### src/rtl/count_monitor_if.sv
// Sample/status bundle between an upstream 2-bit counter and count_monitor.
// The master drives the sample strobe, value, direction and clear. The slave (count_monitor) returns the status.
interface count_monitor_if;
   logic       en;
   logic [1:0] cnt;
   logic       dir;
   logic       clr;
   logic       locked;
   logic       err;
   logic       fault;
   logic [3:0] wraps;
   logic [3:0] errs;

   modport master (
      output en, cnt, dir, clr,
      input  locked, err, fault, wraps, errs
   );

   modport slave (
      input  en, cnt, dir, clr,
      output locked, err, fault, wraps, errs
   );
endinterface

### src/rtl/count_monitor.sv
// Watches a 2-bit up/down counter for illegal steps and locks, flags or faults on them. It also counts wrap events.
// Define COUNT_MONITOR_WRAP_SAT_EN to make the wrap counter saturate at 15. Otherwise it rolls over modulo 16.
module count_monitor #(
   parameter int unsigned FAULT_THR = 2
) (
   input logic            clk,
   input logic            hr,
   count_monitor_if.slave mon
);

   typedef enum logic [1:0] {
      IDLE  = 2'd0,
      TRACK = 2'd1,
      FAULT = 2'd2
   } state_e;

   localparam logic [1:0] THR = FAULT_THR[1:0];

   state_e     state_q;
   logic [1:0] prev_q;
   logic [1:0] run_q;
   logic       locked_q;
   logic       err_q;
   logic       fault_q;
   logic [3:0] wraps_q;
   logic [3:0] errs_q;

   logic       stall;
   logic       fwd;
   logic       legal;
   logic       wrap_evt;
   logic [1:0] run_d;
   logic [3:0] wraps_d;
   logic [3:0] errs_d;

   always_comb begin
      stall    = (mon.cnt == prev_q);
      fwd      = mon.dir ? (mon.cnt == prev_q + 2'd1) : (mon.cnt == prev_q - 2'd1);
      legal    = stall | fwd;
      wrap_evt = fwd & (mon.dir ? (prev_q == 2'd3) : (prev_q == 2'd0));
      run_d    = run_q + 2'd1;
      errs_d   = (errs_q == 4'hF) ? errs_q : errs_q + 4'd1;
`ifdef COUNT_MONITOR_WRAP_SAT_EN
      wraps_d  = (wraps_q == 4'hF) ? wraps_q : wraps_q + 4'd1;
`else
      wraps_d  = wraps_q + 4'd1;
`endif
   end

   // NOTE: all state is updated with non-blocking assignments in a single clocked process, so every branch reads pre-edge values.
   always_ff @(posedge clk) begin
      if (hr) begin
         state_q  <= IDLE;
         prev_q   <= 2'd0;
         run_q    <= 2'd0;
         locked_q <= 1'b0;
         err_q    <= 1'b0;
         fault_q  <= 1'b0;
         wraps_q  <= 4'd0;
         errs_q   <= 4'd0;
      end else if (mon.clr) begin
         state_q  <= IDLE;
         run_q    <= 2'd0;
         locked_q <= 1'b0;
         err_q    <= 1'b0;
         fault_q  <= 1'b0;
      end else begin
         err_q <= 1'b0;
         case (state_q)
            IDLE: begin
               if (mon.en) begin
                  prev_q   <= mon.cnt;
                  run_q    <= 2'd0;
                  state_q  <= TRACK;
                  locked_q <= 1'b1;
               end
            end
            TRACK: begin
               if (mon.en) begin
                  prev_q <= mon.cnt;
                  if (legal) begin
                     run_q <= 2'd0;
                     if (wrap_evt) wraps_q <= wraps_d;
                  end else begin
                     err_q  <= 1'b1;
                     errs_q <= errs_d;
                     run_q  <= run_d;
                     // Reaching the threshold faults on this same edge; err still pulses.
                     if (run_d == THR) begin
                        state_q  <= FAULT;
                        locked_q <= 1'b0;
                        fault_q  <= 1'b1;
                     end
                  end
               end
            end
            FAULT: ;
            default: begin
               state_q  <= IDLE;
               locked_q <= 1'b0;
               fault_q  <= 1'b0;
            end
         endcase
      end
   end

   assign mon.locked = locked_q;
   assign mon.err    = err_q;
   assign mon.fault  = fault_q;
   assign mon.wraps  = wraps_q;
   assign mon.errs   = errs_q;

endmodule

### src/flat_wrapper.sv
// flat-port wrapper written by rule: the top's interface ports become plain ports
module count_monitor_flat 
#(
   parameter int unsigned FAULT_THR = 2
)
  (clk, hr, mon_en, mon_cnt, mon_dir, mon_clr, mon_locked, mon_err, mon_fault, mon_wraps, mon_errs);
  count_monitor_if mon_i ();
  input logic clk;
  input logic hr;
  input wire logic [$bits(mon_i.en)-1:0] mon_en;
  input wire logic [$bits(mon_i.cnt)-1:0] mon_cnt;
  input wire logic [$bits(mon_i.dir)-1:0] mon_dir;
  input wire logic [$bits(mon_i.clr)-1:0] mon_clr;
  output wire logic [$bits(mon_i.locked)-1:0] mon_locked;
  output wire logic [$bits(mon_i.err)-1:0] mon_err;
  output wire logic [$bits(mon_i.fault)-1:0] mon_fault;
  output wire logic [$bits(mon_i.wraps)-1:0] mon_wraps;
  output wire logic [$bits(mon_i.errs)-1:0] mon_errs;
  assign mon_i.en = mon_en;
  assign mon_i.cnt = mon_cnt;
  assign mon_i.dir = mon_dir;
  assign mon_i.clr = mon_clr;
  assign mon_locked = mon_i.locked;
  assign mon_err = mon_i.err;
  assign mon_fault = mon_i.fault;
  assign mon_wraps = mon_i.wraps;
  assign mon_errs = mon_i.errs;
  count_monitor #(.FAULT_THR(FAULT_THR)) u_core (.clk(clk), .hr(hr), .mon(mon_i));
endmodule
### config.mk
export PLATFORM = sky130hd
export DESIGN_NAME = count_monitor_flat
export DESIGN_NICKNAME = d
export VERILOG_FILES = /design/src/rtl/count_monitor_if.sv /design/src/rtl/count_monitor.sv /design/src/flat_wrapper.sv
export SDC_FILE = /design/constraint.sdc
export NUM_CORES = 1
export LEC_CHECK = 0
export CAP_MARGIN = 25
export CORE_MARGIN = 2
export CORE_UTILIZATION = 43
export CTS_CLUSTER_SIZE = 40
export DETAILED_ROUTE_END_ITERATION = 6
export PLACE_DENSITY = 0.7
export SYNTH_ARGS = -nofsm -noshare
export SYNTH_HDL_FRONTEND = slang
export SYNTH_SLANG_ARGS = --single-unit
### constraint.sdc
create_clock -name clk -period 1.3 [get_ports clk]
set_input_delay 0.195 -clock clk [delete_from_list [all_inputs] [get_ports clk]]
set_output_delay 0.195 -clock clk [all_outputs]
set_load 0.1 [all_outputs]
**Run 1: met1 routing**

The bar under the picture is 10 um long. Supply wires on this layer in gray.
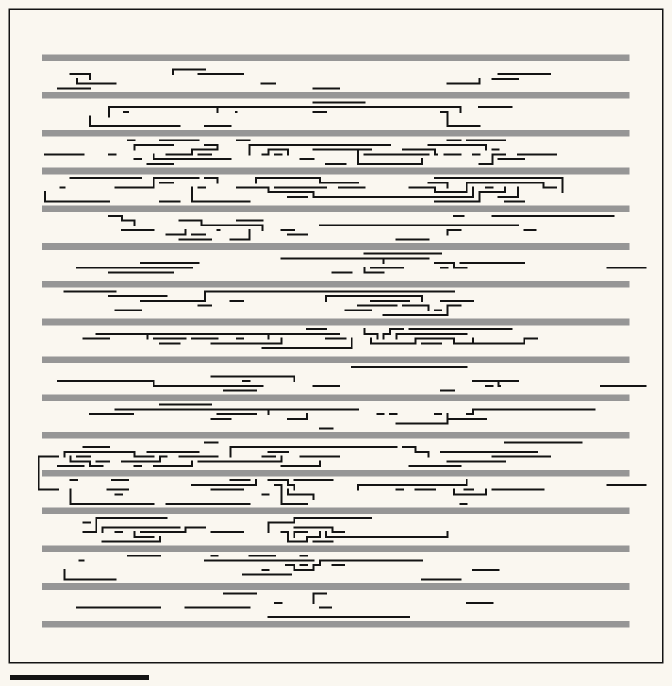
nets with wire on the layer: 118
wire length on this layer: 834 um

**Run 1: the metal 2 layer**

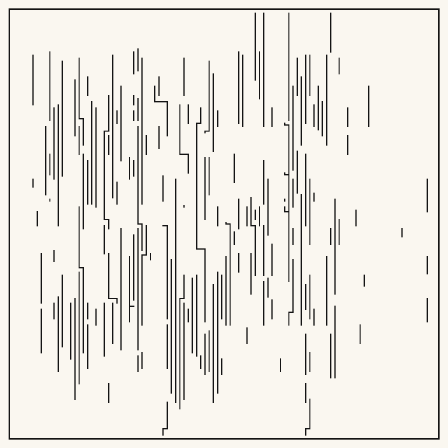
longest straight run: 24.5 um
share of all routed wire: 51%
Total Wirelength: 1850 um
via count: 766
met2 GRT Util: 33.2%

==> results.sh, run 1 <==
# yosys + openroad results
export IMPL_comb_cells=66
export IMPL_violations="setup timing"
export IMPL_std_cell_rows=15
export IMPL_die_area_um2=2200
export IMPL_portBuffers=17
export IMPL_p_total_w=0.000959
export IMPL_drv_slew=0
export IMPL_reg2reg_from="u_core.prev_q[0]"
export IMPL_power_combinational_w=0.000197
export IMPL_cts_sinks=16
export IMPL_p_leak_nw=0.575
export IMPL_seq_share_pct=24.8
export IMPL_mostFrequentLayoutCell="buf_4"
export IMPL_fin_nets=137
export IMPL_fin_ws_ns=-0.118
export IMPL_edf_count=0
export IMPL_pwr_density_cell_nw_per_um2=690
export IMPL_hpwl_um=1390
export IMPL_r2r_end="u_core.mon.wraps[2]"
export IMPL_grt_pass1_wl_um=3170
export IMPL_common_cells="dfxtp_1, nor2_1, a21oi_1, nand2_1, nand3_1"
export IMPL_finalSetupViolCount=11
export IMPL_status="finished with violations"
**Run 1: metal 3**

The bar under the picture is 10 um long.
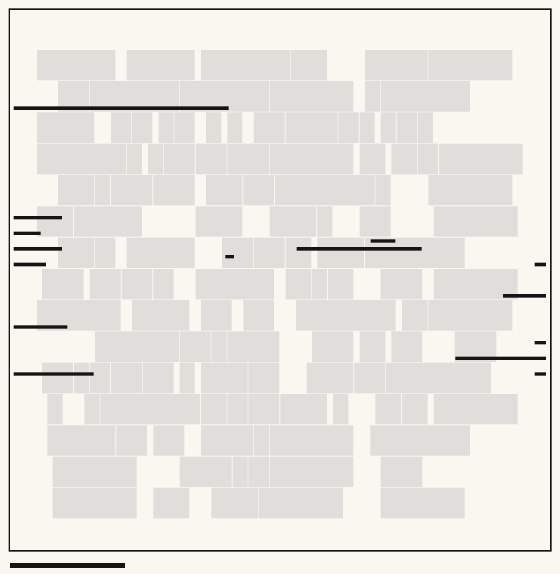
main direction: horizontal
nets with wire on the layer: 14
share of all routed wire: 3.7%
wire length on this layer: 67.6 um

## run 1: flip-flops by register name, summed over array words and instances, names as in the netlist
register	cells
u_core.mon.wraps	4
u_core.run_q	2
u_core.mon.locked	1
u_core.mon.fault	1
u_core.state_q	1
u_core.mon.err	1
u_core.prev_q	2
u_core.mon.errs	4
## run 1: through the flow
stage               util (%)  hold slack, ns  cells  setup slack [ns]  instance area [um^2]
CTS                     78.2           0.353    150            -0.104                  1350
global placement        73.0           0.456    144            -0.460                  1260
finish                  80.5           0.360    151            -0.118                  1390
global route            80.5           0.361    151            -0.178                  1390
detailed placement      73.0           0.466    144            -0.578                  1260
floorplan                  -           0.296     87            -0.220                   833
## Run 2: what changed since run 1
--- a/config.mk
+++ b/config.mk
@@ -10,6 +10,7 @@
 export CORE_UTILIZATION = 43
 export CTS_CLUSTER_SIZE = 40
 export DETAILED_ROUTE_END_ITERATION = 6
+export GPL_TIMING_DRIVEN = 1
 export PLACE_DENSITY = 0.7
 export SYNTH_ARGS = -nofsm -noshare
 export SYNTH_HDL_FRONTEND = slang
**Run 2: the metal 2 layer**

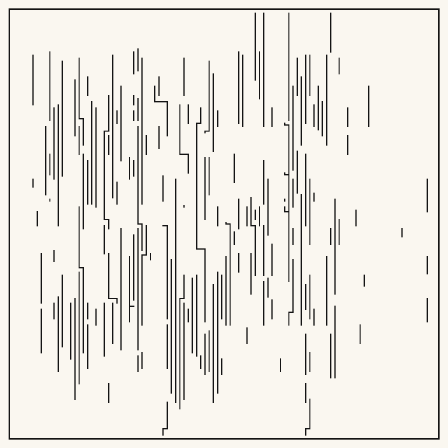
share of all routed wire: 51%
wire length on this layer: 936 um
main direction: vertical
longest straight run: 24.5 um

**Run 2: met1 routing**

The bar under the picture is 10 um long. Supply wires on this layer in gray.
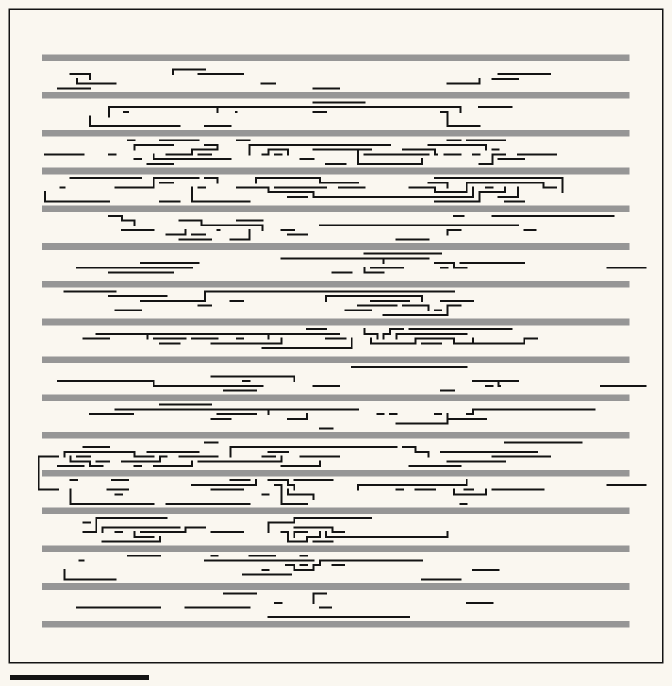
longest straight run: 25.3 um
wire length on this layer: 834 um
share of all routed wire: 45%
nets with wire on the layer: 118

**Run 2: metal 3**

The bar under the picture is 10 um long.
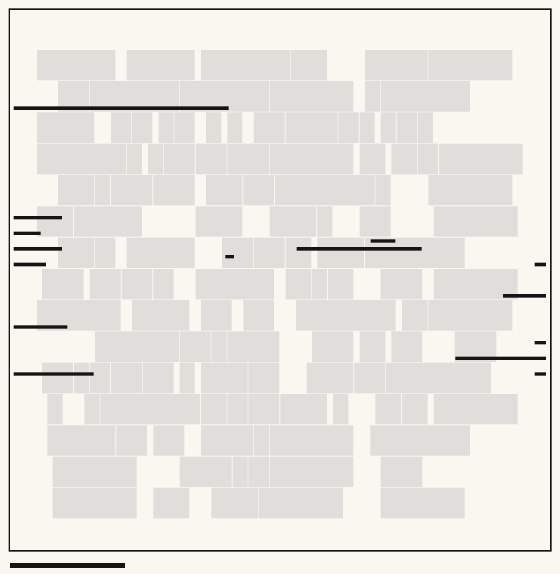
main direction: horizontal
wire length on this layer: 67.6 um
share of all routed wire: 3.7%

==> run 2 against run 1 <==
The flow still finishes with violations (setup timing). Global-route usage stayed put. Clock skew is the same. Hold slack did not move. Critical path depth is the same. Critical endpoint unchanged.
==> results.sh, run 2 <==
# yosys + openroad results
export IMPL_dp_cells=144
export IMPL_place_worst_setup_slack_ns=-0.578
export IMPL_hpwl_um=1390
export IMPL_mostFrequentLayoutCell="buf_4"
export IMPL_p_total_w=0.000959
export IMPL_drv_slew=0
export IMPL_place_area_um2=1260
export IMPL_portBuffers=17
export IMPL_final_util_pct=80.5
export IMPL_die_area_um2=2200
export IMPL_routed_wl_um=1850
export IMPL_cts_sinks=16
export IMPL_drtIter0Drc=6
export IMPL_grt_pass1_wl_um=3170
export IMPL_fin_ws_ns=-0.118
export IMPL_status="finished with violations"
export IMPL_r2r_end="u_core.mon.wraps[2]"
export IMPL_vias=766
export IMPL_ir_drop_uv=554
export IMPL_reg2reg_from="u_core.prev_q[0]"
export IMPL_fin_nets=137
export IMPL_p_leak_nw=0.575
export IMPL_cts_inserted_buffers=3
export IMPL_common_cells="dfxtp_1, nor2_1, a21oi_1, nand2_1, nand3_1"
export IMPL_design_area_um2=1390
export IMPL_std_cell_rows=15
export IMPL_finalSetupViolCount=11
export IMPL_flop_cell="dfxtp_1"
export IMPL_grt_met2_usage_pct=33.2
export IMPL_power_combinational_w=0.000197
export IMPL_pwr_density_cell_nw_per_um2=690
export IMPL_instances_no_fill=151
export IMPL_violations="setup timing"
export IMPL_yosys_register_bits=16
## run 2: worst min path at each step
| stage | from | end | depth (start not counted) |
|---|---|---|---|
| floorplan | mon_clr | u_core.state_q[1] | 1 |
| global placement | u_core.run_q[1] | u_core.run_q[1] | 2 |
| detailed placement | u_core.run_q[1] | u_core.run_q[1] | 2 |
| CTS | mon_cnt[1] | u_core.prev_q[1] | 3 |
| global route | mon_cnt[1] | u_core.prev_q[1] | 3 |
| finish | mon_cnt[1] | u_core.prev_q[1] | 3 |
## run 2: cell type report
cell class | instances | area (um^2)
inverters | 4 | 15.0
clock buffers | 4 | 26.3
repair buffers | 36 | 425
fillers | 106 | 337
multi-input cells | 66 | 547
flip-flops and latches | 16 | 345
well taps | 25 | 31.3
## Run 3: what changed since run 2
--- a/config.mk
+++ b/config.mk
@@ -5,7 +5,6 @@
 export SDC_FILE = /design/constraint.sdc
 export NUM_CORES = 1
 export LEC_CHECK = 0
-export CAP_MARGIN = 25
 export CORE_MARGIN = 2
 export CORE_UTILIZATION = 43
 export CTS_CLUSTER_SIZE = 40
==> constraint.sdc (replaced) <==
create_clock -name clk -period 1.3 [get_ports clk]
set_input_delay 0.195 -clock clk [delete_from_list [all_inputs] [get_ports clk]]
set_output_delay 0.195 -clock clk [all_outputs]
set_load 0.05 [all_outputs]
**Run 3: gate families picked out**

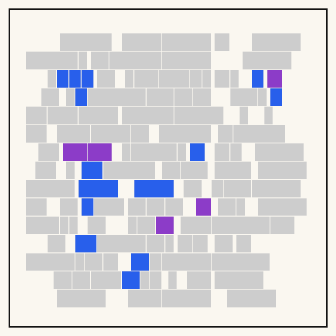
| color | family | cells |
|---|---|---|
| blue | aoi and oai cells | 14 |
| purple | and/or cells | 5 |
logic share of the area: 38.1%
most frequent logic cell in the layout: buf_4
final non-filler cell total: 150

**Run 3: metal 3**

The bar under the picture is 10 um long.
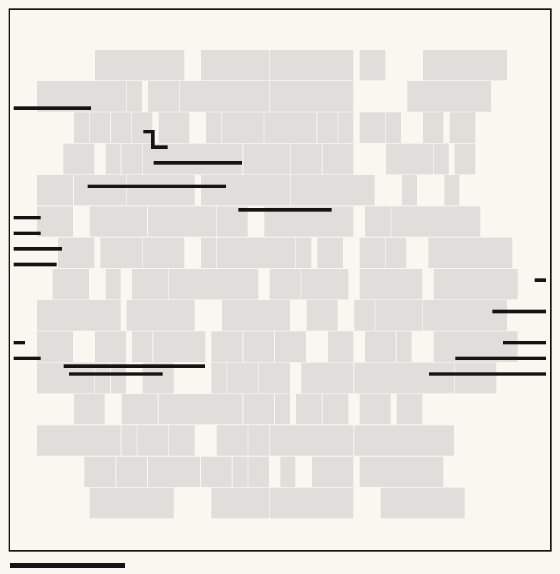
longest straight run: 12.0 um
main direction: horizontal
share of all routed wire: 5.1%
via count: 756
met3 usage: 4.62%
Total Wirelength: 1880 um

**Run 3: met1 routing**

The bar under the picture is 10 um long. Supply wires on this layer in gray.
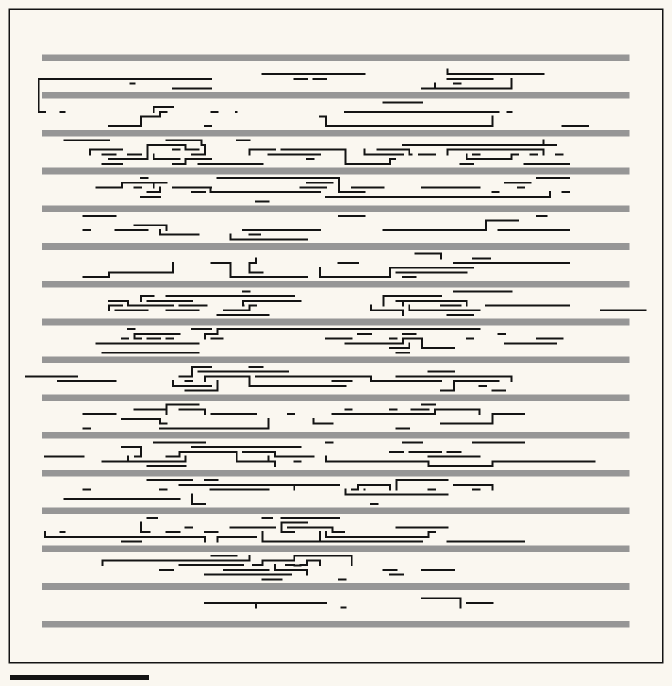
longest straight run: 18.9 um
main direction: horizontal
share of all routed wire: 44%
met1 Track Usage GR: 26.2%

==> run 3 against run 2 <==
The flow still finishes with violations (setup timing). Largest cell class unchanged. Core utilization is 2.2 points lower. Clock skew grew 0.0072 ns. Maximum frequency rose by 2.1%. Non-clock buffer count down 1. Critical endpoint unchanged. Area after synthesis stayed put. Die size stayed put. Register-to-register slack improved by 0.03 ns. Via count fell by 1.3%. Clock power is 27% higher. Cell area is 2.8% lower. Highest routed layer unchanged.
==> results.sh, run 3 <==
# yosys + openroad results
export IMPL_drv_slew=0
export IMPL_p_total_w=0.000990
export IMPL_portBuffers=17
export IMPL_fin_nets=136
export IMPL_arrival_ns=1.57
export IMPL_tightest_slew_ns=0.278
export IMPL_hp_start="mon_cnt[1]"
export IMPL_finalSetupViolCount=12
export IMPL_fin_ws_ns=-0.0892
export IMPL_fp_util_pct=45.9
export IMPL_cts_sinks=16
export IMPL_violations="setup timing"
export IMPL_reg2reg_from="u_core.state_q[1]"
export IMPL_common_cells="dfxtp_1, nor2_1, a21oi_1, nand2_1, nand3_1"
export IMPL_p_leak_nw=0.566
export IMPL_place_area_um2=1260
export IMPL_yosys_register_bits=16
export IMPL_diodes=0
export IMPL_design_area_um2=1350
export IMPL_holdPathStages=3
export IMPL_flop_cell="dfxtp_1"
export IMPL_status="finished with violations"
export IMPL_fin_crit_sh_pct=107
export IMPL_ys_area_um2=793
export IMPL_hpwl_um=1330
export IMPL_pwr_density_cell_nw_per_um2=733
export IMPL_grt_pass1_wl_um=3060
export IMPL_hold_viol_final=0
export IMPL_synth_area_um2=793
export IMPL_crit_type="flip-flop to flip-flop"
export IMPL_rrSetupSlack_ns=-0.09
export IMPL_dp_cells=145
export IMPL_drtIter0Drc=17
export IMPL_r2r_end="u_core.mon.wraps[2]"
export IMPL_crit_fanout=4
export IMPL_die_area_um2=2200
export IMPL_place_worst_setup_slack_ns=-0.533
export IMPL_cts_inserted_buffers=3
export IMPL_top_area_cell="dfxtp_1"
export IMPL_drive_above_1_share_pct=48.8
-- run 3: power by group --
part | internal [W] | switching (W)
Combinational | 0.0000780 | 0.0000728
Clock | 0.000171 | 0.000171
Sequential | 0.000491 | 0.00000651
Total | 0.000740 | 0.000250
-- run 3: cell type report --
type                            count  area, um^2
Multi-Input combinational cell     66         515
Timing Repair Buffer               35         413
Fill cell                         123         375
Sequential cell                    16         340
Clock buffer                        4        36.3
Tap cell                           25        31.3
Inverter                            4        15.0
-- run 3: critical path: stages, from the launching register on --
cell and delay [ns]:
dfxtp_2 0.34, nand2b_4 0.16, nor3b_4 0.23, o21ai_4 0.11, nor2_2 0.12, mux2_4 0.31
Power is estimated from default activity; no workload was simulated.
